Fig. 1: placement view
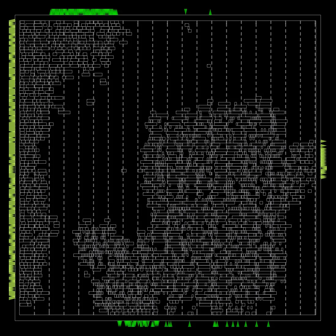
Fig. 2: routed metal, one colour a layer
Scale: 1 px per micron. Only two layers are drawn.
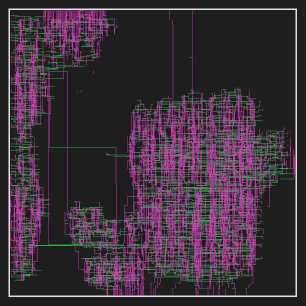
Fig. 3: the metal 2 layer
Scale: 1 px per micron.
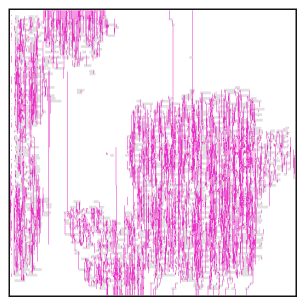
===== src/rtl/boreal_csp_pkg.sv =====
// Shared definitions for the CSP filter configuration controller: FSM encoding,
// MMIO address map, filter power-up weights and watchdog default.
package boreal_csp_pkg;

    typedef enum logic [1:0] {
        ST_IDLE  = 2'd0,
        ST_DRAIN = 2'd1,
        ST_LOAD  = 2'd2,
        ST_DONE  = 2'd3
    } csp_state_e;

    localparam logic [4:0]  ADDR_COMMIT      = 5'd16;
    localparam logic [4:0]  ADDR_CLR         = 5'd17;
    localparam int          N_WEIGHTS        = 16;
    localparam int          WD_LIMIT_DEFAULT = 15;
    localparam logic [15:0] W_UNITY          = 16'h1000;
    localparam logic [15:0] DROP_MAX         = 16'hFFFF;

    // Filter wakes up with unity gain on taps 1 and 10; the shadow must match.
    function automatic logic [15:0] default_weight(input logic [3:0] idx);
        return (idx == 4'd1 || idx == 4'd10) ? W_UNITY : 16'h0000;
    endfunction

endpackage


===== src/rtl/boreal_csp_cfg_ctrl.sv =====
// Frame gatekeeper and weight loader for the CSP filter: forwards one frame at a
// time, and on commit drains the filter then streams the 16 shadow weights into it.
module boreal_csp_cfg_ctrl
    import boreal_csp_pkg::*;
#(
    parameter int WD_LIMIT = WD_LIMIT_DEFAULT
) (
    input  logic         clk,
    input  logic         rst,
    input  logic         mmio_we,
    input  logic [4:0]   mmio_addr,
    input  logic [15:0]  mmio_wdata,
    input  logic         frame_in_valid,
    input  logic [127:0] frame_in,
    output logic         csp_valid,
    output logic [127:0] csp_frame,
    input  logic         csp_out_valid,
    output logic         csp_we,
    output logic [3:0]   csp_addr,
    output logic [15:0]  csp_weight,
    output logic         busy,
    output logic         load_done,
    output logic [15:0]  drop_cnt,
    output logic         wr_err,
    output logic         wd_err
);

    // state | meaning
    // IDLE  | frames forwarded, shadow writable
    // DRAIN | waiting for the in-flight frame to return
    // LOAD  | streaming shadow[0..15] to the filter, one per cycle
    // DONE  | load_done pulse, then IDLE or another DRAIN on recommit

    csp_state_e  state;
    logic        inflight;
    logic        recommit;
    logic [15:0] wd_cnt;
    logic [15:0] shadow [N_WEIGHTS];

    logic in_idle;
    logic shadow_wr;
    logic commit_wr;
    logic clr_wr;
    logic fwd;
    logic wd_fire;

    assign in_idle   = (state == ST_IDLE);
    assign shadow_wr = mmio_we && !mmio_addr[4];
    assign commit_wr = mmio_we && (mmio_addr == ADDR_COMMIT);
    assign clr_wr    = mmio_we && (mmio_addr == ADDR_CLR);
    assign fwd       = frame_in_valid && in_idle && !inflight;
    assign wd_fire   = inflight && !csp_out_valid && (wd_cnt <= 16'd1);

    always_ff @(posedge clk) begin
        if (rst) begin
            state      <= ST_IDLE;
            inflight   <= 1'b0;
            recommit   <= 1'b0;
            wd_cnt     <= 16'd0;
            csp_valid  <= 1'b0;
            csp_frame  <= '0;
            csp_we     <= 1'b0;
            csp_addr   <= 4'd0;
            csp_weight <= 16'd0;
            busy       <= 1'b0;
            load_done  <= 1'b0;
            drop_cnt   <= 16'd0;
            wr_err     <= 1'b0;
            wd_err     <= 1'b0;
            for (int i = 0; i < N_WEIGHTS; i++) begin
                shadow[i] <= default_weight(4'(i));
            end
        end else begin
            csp_valid <= fwd;
            load_done <= 1'b0;

            if (fwd) begin
                csp_frame <= frame_in;
            end

            if (frame_in_valid && !fwd && (drop_cnt != DROP_MAX)) begin
                drop_cnt <= drop_cnt + 16'd1;
            end

            // Watchdog is a down-counter armed on issue; terminal count drops the frame.
            if (fwd) begin
                inflight <= 1'b1;
                wd_cnt   <= 16'(WD_LIMIT);
            end else if (inflight) begin
                if (csp_out_valid || wd_fire) begin
                    inflight <= 1'b0;
                end else begin
                    wd_cnt <= wd_cnt - 16'd1;
                end
            end

            if (shadow_wr && in_idle) begin
                shadow[mmio_addr[3:0]] <= mmio_wdata;
            end

            // Clear first so a coincident error event still lands.
            if (clr_wr) begin
                wr_err <= 1'b0;
                wd_err <= 1'b0;
            end
            if (shadow_wr && !in_idle) begin
                wr_err <= 1'b1;
            end
            if (wd_fire) begin
                wd_err <= 1'b1;
            end

            case (state)
                ST_IDLE: begin
                    csp_we <= 1'b0;
                    if (commit_wr) begin
                        state <= ST_DRAIN;
                        busy  <= 1'b1;
                    end
                end
                ST_DRAIN: begin
                    if (!inflight) begin
                        state      <= ST_LOAD;
                        csp_we     <= 1'b1;
                        csp_addr   <= 4'd0;
                        csp_weight <= shadow[0];
                    end
                end
                ST_LOAD: begin
                    if (csp_addr == 4'd15) begin
                        state     <= ST_DONE;
                        csp_we    <= 1'b0;
                        load_done <= 1'b1;
                    end else begin
                        csp_addr   <= csp_addr + 4'd1;
                        csp_weight <= shadow[csp_addr + 4'd1];
                    end
                end
                ST_DONE: begin
                    if (recommit) begin
                        state    <= ST_DRAIN;
                        recommit <= 1'b0;
                    end else begin
                        state <= ST_IDLE;
                        busy  <= 1'b0;
                    end
                end
                default: begin
                    state <= ST_IDLE;
                    busy  <= 1'b0;
                end
            endcase

            // A commit arriving in DONE must survive DONE's own clear.
            if (commit_wr && !in_idle) begin
                recommit <= 1'b1;
            end
        end
    end

endmodule


===== config.mk =====
export PLATFORM = sky130hd
export DESIGN_NAME = boreal_csp_cfg_ctrl
export DESIGN_NICKNAME = d
export VERILOG_FILES = /design/src/rtl/boreal_csp_pkg.sv /design/src/rtl/boreal_csp_cfg_ctrl.sv
export SDC_FILE = /design/constraint.sdc
export NUM_CORES = 1
export LEC_CHECK = 0
export ABC_AREA = 1
export CAP_MARGIN = 20
export CORE_MARGIN = 4
export CORE_UTILIZATION = 25
export CTS_BUF_LIST = sky130_fd_sc_hd__clkbuf_2 sky130_fd_sc_hd__clkbuf_4 sky130_fd_sc_hd__clkbuf_8
export CTS_CLUSTER_DIAMETER = 40
export DETAILED_ROUTE_END_ITERATION = 8
export SETUP_SLACK_MARGIN = 0.05
export SLEW_MARGIN = 0
export SYNTH_ARGS = -nofsm -noshare
export SYNTH_HDL_FRONTEND = slang
export SYNTH_SLANG_ARGS = --single-unit

===== constraint.sdc =====
create_clock -name clk -period 2.6 [get_ports clk]
set_clock_uncertainty 0.1 [all_clocks]
set_input_delay 0.52 -clock clk [delete_from_list [all_inputs] [get_ports clk]]
set_output_delay 0.52 -clock clk [all_outputs]
set_load 0.02 [all_outputs]

==> run_results.csv <==
group,metric,value,unit
outcome,status,"completed",
timing,hold_ws,353,ps
timing,hold_viol,0,
floorplanning,initCoreUtil,25.3,%
final_layout,largest_class,"sequential cells",
floorplanning,ios,324,
final_layout,seq_area,11500,sq um
clocking,htree_levels,3,
synth,synth-edff-count,256,
timing,fmax,0.407,GHz
final_layout,logic_gate_count,1358,
final_layout,clkCellAreaFrac,7.41,%
hold_path,whs_path_depth,2,
final_layout,fin_cells,3635,
routing,antenna_left,0,
final_layout,nFillCells,7860,
worst_setup_path,rrSetupSlack,380,ps
final_layout,postLayoutCoreUtil,34.6,%
routing,dr.pass1.iters,5,
routing,vias_per_cell,4.41,
pwr,power,22800,uW
pwr,switching_share,32.8,%
synth,ys_ff,446,
pwr,p_leak,0.0110,uW
global_routing,grt_overflow,0,
synth,fp_nets,2300,
worst_setup_path,cp_slowest_cell,"dfxtp_4",
pwr,clkPwrFrac,34.0,%
routing,met3WireLength,5230,microns
routing,drc,0,
routing,drt-initial-drc-count,1104,
timing,fin_crit_sh,94.6,%
place,io_buffers,323,
worst_setup_path,path_buffers,2,
final_layout,comb_share,24.4,%
floorplanning,dieArea,81500,sq um
final_layout,inverters_excl_clock,208,
worst_setup_path,r2r_cells,11,
timing,rsz0062_at_grt,"no",
worst_setup_path,crit_start,"csp_addr[0]",
worst_setup_path,worstPathArrival,1840,ps
timing,maxSlewHeadroom,45.1,%
worst_setup_path,cp.depth,2,
synth,yosys.area.top_type,"edfxtp_1",
global_routing,antenna_found_initial,3,
synth,synthArstFlopShare,0,%
-- Fig. 1 (at the start) --
fraction of area in registers: 43.7%
Rows: 101
Tap Cells: 1030

-- Fig. 2 (at the start) --
- green: M1 (wire length 24.1 mm)
- magenta: M2 (wire length 29.4 mm)
overall routed net length: 61100 microns
Total GRT Usage: 14.5%
average wire per standard cell: 16.8 microns
vias after detailed routing: 16000

-- Fig. 3 (at the start) --
- nets with wire on the layer: 2051
- main direction: vertical
- longest straight run: 173 microns
GR met2 Demand/Resource: 24.9%

cells by family after synthesis:
logic type / share of synthesized area [%]
buffers and inverters: 7.10
AND/OR/NAND/NOR: 24.1
adder cells (fa/ha/maj): 0.585
AND-OR/OR-AND: 7.84
flip-flops: 59.7
XOR/XNOR: 0.689
flip-flops by register name, indices dropped and copies added (netlist names):
name / count
shadow: 256
inflight: 1
busy: 1
wd_err: 1
load_done: 1
drop_cnt: 16
csp_frame: 128
csp_weight: 16
state: 2
csp_we: 1
wr_err: 1
recommit: 1
csp_valid: 1
csp_addr: 4
wd_cnt: 16
worst register-to-register path, delay by kind of cell, from the launching register on:
family                   cells  cell delay, ps
AND/OR/NAND/NOR              5             620
adder cells (fa/ha/maj)      1             240
flip-flops                   1             350
buffers and inverters        5             580
Power figures rest on the tool's default switching activity, not on a simulated workload.
